Run 1, the metal 1 layer:
Supply wires on this layer in grey.
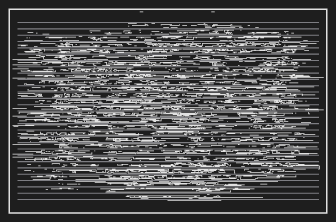
Run 1, the metal 2 layer:
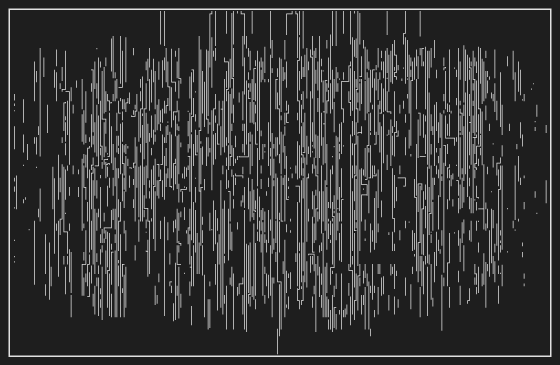
Run 1, M3 wires:
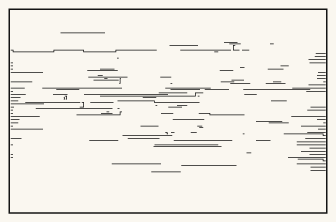
### config.mk
export PLATFORM = sky130hd
export DESIGN_NAME = seq_mod_reduce
export DESIGN_NICKNAME = d
export VERILOG_FILES = /design/src/rtl/ntt_pkg.sv /design/src/rtl/div_step.sv /design/src/rtl/seq_mod_reduce.sv
export SDC_FILE = /design/constraint.sdc
export NUM_CORES = 1
export LEC_CHECK = 0
export ABC_AREA = 1
export CAP_MARGIN = 20
export CORE_AREA = 3 3 133 84
export DETAILED_ROUTE_END_ITERATION = 8
export DIE_AREA = 0 0 136 87
export GPL_TIMING_DRIVEN = 1
export PLACE_DENSITY = 0.78
export SYNTH_ARGS = -nofsm -noshare
export SYNTH_HDL_FRONTEND = slang
export SYNTH_SLANG_ARGS = --single-unit
### constraint.sdc
create_clock -name clock_i -period 1.95 [get_ports clock_i]
set_input_delay 0.2925 -clock clock_i [delete_from_list [all_inputs] [get_ports clock_i]]
set_output_delay 0.2925 -clock clock_i [all_outputs]
set_load 0.005 [all_outputs]
### src/rtl/ntt_pkg.sv
// Shared NTT-path constants: default modulus q, coefficient/product widths and
// the state encoding used by the sequential reducer.
package ntt_pkg;

  localparam int Q      = 3329;
  localparam int COEF_W = 12;
  localparam int PROD_W = 24;

  typedef enum logic [1:0] {
    ST_IDLE = 2'd0,
    ST_ITER = 2'd1,
    ST_DONE = 2'd2
  } state_e;

  // Pick the divisor actually used for an operation.
  function automatic logic [COEF_W-1:0] eff_mod(input logic             use_default,
                                                input logic [COEF_W-1:0] modulus);
    logic [COEF_W-1:0] w_q;
    w_q = COEF_W'(Q);
    return use_default ? w_q : modulus;
  endfunction

endpackage

### src/rtl/div_step.sv
// One restoring-division step: shift one dividend bit into the partial remainder,
// subtract the modulus if it fits, and emit the quotient bit.
module div_step #(
  parameter int MWIDTH = 12
) (
  input  logic [MWIDTH-1:0] i_r,
  input  logic              i_bit,
  input  logic [MWIDTH-1:0] i_mod,
  output logic [MWIDTH-1:0] o_r,
  output logic              o_qbit
);

  logic [MWIDTH:0] w_shift;
  logic [MWIDTH:0] w_diff;

  // The incoming remainder is always below the modulus, so the MWIDTH+1-bit shift never overflows.
  always_comb begin
    w_shift = {i_r, i_bit};
    w_diff  = w_shift - {1'b0, i_mod};
    if (w_shift >= {1'b0, i_mod}) begin
      o_r    = w_diff[MWIDTH-1:0];
      o_qbit = 1'b1;
    end else begin
      o_r    = w_shift[MWIDTH-1:0];
      o_qbit = 1'b0;
    end
  end

endmodule

### src/rtl/seq_mod_reduce.sv
// Sequential restoring divider reducing a product modulo q with fixed,
// data-independent latency of DWIDTH iterations.
module seq_mod_reduce
  import ntt_pkg::*;
#(
  parameter int DWIDTH    = PROD_W,
  parameter int MWIDTH    = COEF_W,
  parameter int DEFAULT_Q = Q
) (
  input  logic              clock_i,
  input  logic              reset_i,
  input  logic              start_i,
  input  logic [DWIDTH-1:0] dividend_i,
  input  logic [MWIDTH-1:0] modulus_i,
  input  logic              use_default_i,
  output logic              busy_o,
  output logic              done_o,
  output logic [DWIDTH-1:0] quot_o,
  output logic [MWIDTH-1:0] rem_o,
  output logic              div_zero_o
);

  localparam int CNT_W = $clog2(DWIDTH);
  localparam logic [CNT_W-1:0] CNT_LAST = CNT_W'(DWIDTH - 1);
  localparam logic [CNT_W-1:0] CNT_ONE  = CNT_W'(1);
  localparam logic [MWIDTH-1:0] MOD_DEF = MWIDTH'(DEFAULT_Q);

  state_e            r_state;
  logic [DWIDTH-1:0] r_dvd;   // dividend shifts out the top, quotient bits shift in the bottom
  logic [MWIDTH-1:0] r_part;
  logic [MWIDTH-1:0] r_mod;
  logic [CNT_W-1:0]  r_cnt;
  logic              r_busy;
  logic              r_done;
  logic [DWIDTH-1:0] r_quot;
  logic [MWIDTH-1:0] r_rem;
  logic              r_div_zero;

  logic [MWIDTH-1:0] w_mod_eff;
  logic [MWIDTH-1:0] w_r_next;
  logic              w_qbit;

  assign w_mod_eff = use_default_i ? MOD_DEF : modulus_i;

  div_step #(.MWIDTH(MWIDTH)) u_step (
    .i_r    (r_part),
    .i_bit  (r_dvd[DWIDTH-1]),
    .i_mod  (r_mod),
    .o_r    (w_r_next),
    .o_qbit (w_qbit)
  );

  // Control FSM, datapath registers and registered results.
  always_ff @(posedge clock_i) begin
    if (reset_i) begin
      r_state    <= ST_IDLE;
      r_dvd      <= '0;
      r_part     <= '0;
      r_mod      <= '0;
      r_cnt      <= '0;
      r_busy     <= 1'b0;
      r_done     <= 1'b0;
      r_quot     <= '0;
      r_rem      <= '0;
      r_div_zero <= 1'b0;
    end else begin
      case (r_state)
        ST_IDLE, ST_DONE: begin
          r_done <= 1'b0;
          if (start_i) begin
            r_dvd  <= dividend_i;
            r_mod  <= w_mod_eff;
            r_cnt  <= CNT_LAST;
            r_part <= '0;
            if (w_mod_eff == '0) begin
              r_state    <= ST_DONE;
              r_done     <= 1'b1;
              r_quot     <= '1;
              r_rem      <= dividend_i[MWIDTH-1:0];
              r_div_zero <= 1'b1;
            end else begin
              r_state <= ST_ITER;
              r_busy  <= 1'b1;
            end
          end else begin
            r_state <= ST_IDLE;
          end
        end
        ST_ITER: begin
          r_part <= w_r_next;
          r_dvd  <= {r_dvd[DWIDTH-2:0], w_qbit};
          r_cnt  <= r_cnt - CNT_ONE;
          if (r_cnt == '0) begin
            r_state    <= ST_DONE;
            r_busy     <= 1'b0;
            r_done     <= 1'b1;
            r_quot     <= {r_dvd[DWIDTH-2:0], w_qbit};
            r_rem      <= w_r_next;
            r_div_zero <= 1'b0;
          end else begin
            r_state <= ST_ITER;
          end
        end
        default: begin
          r_state <= ST_IDLE;
          r_busy  <= 1'b0;
          r_done  <= 1'b0;
        end
      endcase
    end
  end

  assign busy_o     = r_busy;
  assign done_o     = r_done;
  assign quot_o     = r_quot;
  assign rem_o      = r_rem;
  assign div_zero_o = r_div_zero;

endmodule

==> flow_metrics.env, run 1 <==
# yosys + openroad results
export IMPL_status="finished, violations left"
export IMPL_violations="setup timing"
export IMPL_synth_stat_cells=684
export IMPL_grt_ovfl_total=0
export IMPL_dieHeight_um=87
export IMPL_sequentialPowerShare_pct=34.6
export IMPL_clkSinkCount=94
export IMPL_pg_comb_mw=2.55
export IMPL_p_int_mw=4.28
export IMPL_nFillCells=722
export IMPL_power_frac_comb_pct=39.1
export IMPL_timing_final_ws_setup_ns=-0.0590
export IMPL_logic_area_um2=2800
export IMPL_pg_clk_mw=1.71
export IMPL_seqCellArea_um2=1900
export IMPL_arrival_ns=2.24
export IMPL_cp_slowest_stage_delay_ns=0.33
export IMPL_std_cell_rows=28
export IMPL_design_area_um2=7290
export IMPL_die_area_um2=11800
export IMPL_wl_per_cell_um=16.4
export IMPL_syn_avg_cell_area_um2=6.95
export IMPL_ant_nets=0
export IMPL_numCtsBuffers=9
export IMPL_clkLatencyLatePin_ns=0.34
export IMPL_yosysTopAreaCell="dfxtp_1"
export IMPL_syn_area_um2=4750
export IMPL_top_logic_kind="simple AND/OR/NAND/NOR gates"
export IMPL_grt_max_degree=58
export IMPL_drtPass1Iterations=5
export IMPL_viasPerCell=5.26
export IMPL_p_total_mw=6.50
export IMPL_critPathBufInv=4
export IMPL_holdWs_ns=0.401
export IMPL_fin_skew_ns=0.00566
export IMPL_setup_viol_count_final=20
export IMPL_lay_top_cells="nand2_1 (129), buf_4 (82), dfxtp_1 (80)"
export IMPL_ys_flops=94
export IMPL_common_cells="nand2_1 (155), dfxtp_1 (94), inv_1 (94)"
Notes on 'the metal 1 layer' above:
wire length on this layer: 7500 um
share of all routed wire: 47%
nets with wire on the layer: 831
longest straight run: 57.0 um

Notes on 'the metal 2 layer' above:
longest straight run: 37.4 um
share of all routed wire: 45%
wire length on this layer: 7200 um
main direction: vertical

Notes on 'M3 wires' above:
wire length on this layer: 1230 um
share of all routed wire: 7.6%
longest straight run: 40.9 um

run 1: per-layer routing:
metal / wire length (um) / vias up / global-route usage [%]
met5: 0 / - / 0
li1: - / 2511 / -
met3: 1230 / 18 / 5.14
met1: 7500 / 2409 / 36.2
met4: 166 / 0 / 5.49
met2: 7200 / 208 / 38.9
run 1: worst paths after layout:
path,slack [ns],to,startpoint,cells past startpoint
setup reg to reg,-0.06,quot_o[13]$_SDFFE_PP0P_,r_cnt[1]$_SDFFE_PP0P_,12
hold reg to reg,0.44,busy_o$_SDFFE_PP0P_,r_state[0]$_SDFF_PP0_,1
hold / removal,0.40,r_dvd[12]$_SDFFE_PP0P_,reset_i,2
setup / recovery,-0.06,quot_o[13]$_SDFFE_PP0P_,r_cnt[1]$_SDFFE_PP0P_,12
--- run 2 (diff from run 1) ---
--- a/config.mk
+++ b/config.mk
@@ -5,13 +5,12 @@
 export SDC_FILE = /design/constraint.sdc
 export NUM_CORES = 1
 export LEC_CHECK = 0
-export ABC_AREA = 1
 export CAP_MARGIN = 20
-export CORE_AREA = 3 3 133 84
+export CORE_AREA = 3 3 124 78
 export DETAILED_ROUTE_END_ITERATION = 8
-export DIE_AREA = 0 0 136 87
+export DIE_AREA = 0 0 127 81
 export GPL_TIMING_DRIVEN = 1
-export PLACE_DENSITY = 0.78
+export PLACE_DENSITY = 0.83
 export SYNTH_ARGS = -nofsm -noshare
 export SYNTH_HDL_FRONTEND = slang
 export SYNTH_SLANG_ARGS = --single-unit
==> constraint.sdc (replaced) <==
create_clock -name clock_i -period 2 [get_ports clock_i]
set_input_delay 0.3 -clock clock_i [delete_from_list [all_inputs] [get_ports clock_i]]
set_output_delay 0.3 -clock clock_i [all_outputs]
set_load 0.005 [all_outputs]
Run 2, the clock network:
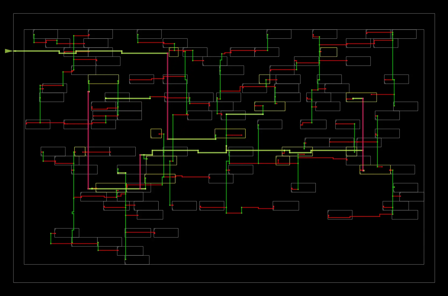
clock network power: 1.71 mW
clock latency on the worst-skew pair: 0.35 ns
skew final: 0.0115 ns

Run 2, M3 wires:
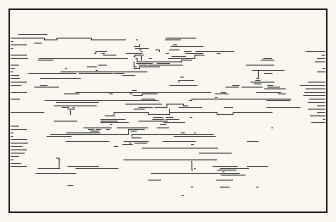
main direction: horizontal
wire length on this layer: 1630 um
nets with wire on the layer: 161
share of all routed wire: 9.8%

==> run 2 against run 1 <==
The flow still finishes with violations (setup timing); highest routed layer unchanged; clock skew increased by 0.0059 ns; largest power group unchanged; worst setup slack got worse by 0.21 ns; register-to-register slack got worse by 0.21 ns; sequential cell count unchanged.
==> flow_metrics.env, run 2 <==
# yosys + openroad results
export IMPL_syn_area_um2=4550
export IMPL_met1_usage_pct=36.9
export IMPL_violations="setup timing"
export IMPL_ant_nets=0
export IMPL_common_cells="dfxtp_1 (94), nand2_1 (72), nor2_1 (67)"
export IMPL_cp_slowest_stage_delay_ns=0.43
export IMPL_std_cell_rows=26
export IMPL_r2r_cells=9
export IMPL_p_total_mw=7.59
export IMPL_met3_usage_pct=6.50
export IMPL_status="finished, violations left"
export IMPL_hold_start="reset_i"
export IMPL_wl_met1_um=6830
export IMPL_seqCellArea_um2=1900
export IMPL_timing_final_ws_setup_ns=-0.271
export IMPL_top_logic_kind="AND-OR/OR-AND gates"
export IMPL_arrival_ns=2.50
export IMPL_setup_viol_count_final=49
export IMPL_grt_max_degree=49
export IMPL_die_area_um2=10300
export IMPL_nFillCells=481
## run 2: worst max path at each step
stage / cells after the start / to / slack (ns)
after floorplan: 8 / rem_o[7]$_SDFFE_PP0P_ / -0.04
after global placement: 7 / rem_o[8]$_SDFFE_PP0P_ / -0.31
after detailed placement: 8 / rem_o[11]$_SDFFE_PP0P_ / -0.39
after CTS: 11 / r_part[3]$_SDFFE_PP0P_ / -0.22
after global routing: 11 / rem_o[4]$_SDFFE_PP0P_ / -0.39
final: 9 / r_part[0]$_SDFFE_PP0P_ / -0.27
## run 2: area by class of cell
type,count,share of cell area [%]
multi-input combinational,383,41.1
sequential,94,26.9
timing repair buffer,185,24.9
clock buffer,10,3.38
tap,112,1.98
inverter,18,0.957
clock inverter,6,0.762
--- run 3 (diff from run 2) ---
--- a/config.mk
+++ b/config.mk
@@ -6,9 +6,9 @@
 export NUM_CORES = 1
 export LEC_CHECK = 0
 export CAP_MARGIN = 20
-export CORE_AREA = 3 3 124 78
+export CORE_AREA = 2 2 123 77
 export DETAILED_ROUTE_END_ITERATION = 8
-export DIE_AREA = 0 0 127 81
+export DIE_AREA = 0 0 125 79
 export GPL_TIMING_DRIVEN = 1
 export PLACE_DENSITY = 0.83
 export SYNTH_ARGS = -nofsm -noshare
Run 3, the metal 1 layer:
Supply wires on this layer in grey.
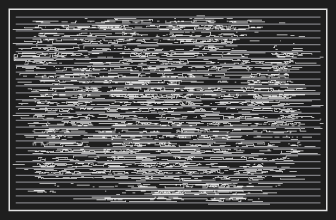
main direction: horizontal
nets with wire on the layer: 705
share of all routed wire: 42%
longest straight run: 63.9 um
wire length on this layer: 7060 um

Run 3, the metal 2 layer:
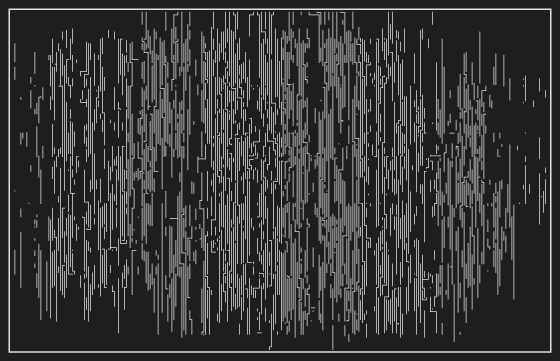
wire length on this layer: 7630 um
longest straight run: 32.3 um
nets with wire on the layer: 683

==> run 3 against run 2 <==
The flow still finishes with violations (setup timing); wire length up 0.38%; register-to-register slack worse by 0.11 ns; synthesized cell count unchanged; critical path type is now primary input to flop; largest cell class unchanged; largest power group unchanged.
==> flow_metrics.env, run 3 <==
# yosys + openroad results
export IMPL_crit_start="modulus_i[2]"
export IMPL_syn_area_um2=4550
export IMPL_seq_share_pct=26.6
export IMPL_regToRegSetupSlack_ns=-0.38
export IMPL_viasPerCell=6.20
export IMPL_die_area_um2=9880
export IMPL_violations="setup timing"
export IMPL_p_total_mw=8.36
export IMPL_logic_area_um2=2900
export IMPL_comb_area_share_pct=40.3
export IMPL_dominant_cells="logic gates"
export IMPL_wl_per_cell_um=20.4
export IMPL_setup_viol_count_final=26
export IMPL_status="finished, violations left"
export IMPL_grt_ovfl_total=0
export IMPL_p_int_mw=5.55
export IMPL_hold_depth=3
export IMPL_top_layer="met4"
export IMPL_cp_slowest_stage_delay_ns=0.74
export IMPL_common_cells="dfxtp_1 (94), nand2_1 (72), nor2_1 (67)"
export IMPL_critical_path_endpoint="rem_o[8]$_SDFFE_PP0P_"
export IMPL_fin_skew_ns=0.00665
export IMPL_reg2reg_from="r_cnt[1]$_SDFFE_PP0P_"
export IMPL_pg_comb_mw=4.04
export IMPL_clkbuf_count=10
export IMPL_hold_start="reset_i"
export IMPL_hold_end="r_cnt[3]$_SDFFE_PP0P_"
export IMPL_timing_final_ws_setup_ns=-0.416
export IMPL_clkLatencyLatePin_ns=0.35
export IMPL_power_frac_comb_pct=48.4
export IMPL_r2r_cells=8
export IMPL_sequentialPowerShare_pct=26.6
-- run 3: logic make-up (layout without fill, tap and decap cells) --
logic type      after synthesis  count (layout)  synth area share (%)
compound gates              148             148                  24.4
simple gates                205             205                  21.3
xor+xnor                      5               5                 0.964
fa+ha+maj                    14              14                  4.02
mux                          11              11                  2.42
buf+inv                      59             229                  5.51
flops                        94              94                  41.4
-- run 3: timing repair --
action	4_1_cts	5_1_grt
pin swaps	30	29
cloned	1	3
endpoints found under the setup margin	27	48
gates resized	82	39
buffers inserted	17	13
-- run 3: layer usage --
| layer | vias to the layer above | global-route usage (%) |
|---|---|---|
| li1 | 2281 | - |
| met1 | 2419 | 39.1 |
| met2 | 313 | 47.9 |
| met3 | 81 | 6.74 |
| met4 | 0 | 11.9 |
| met5 | - | 0 |
Power is estimated from default activity; no workload was simulated.
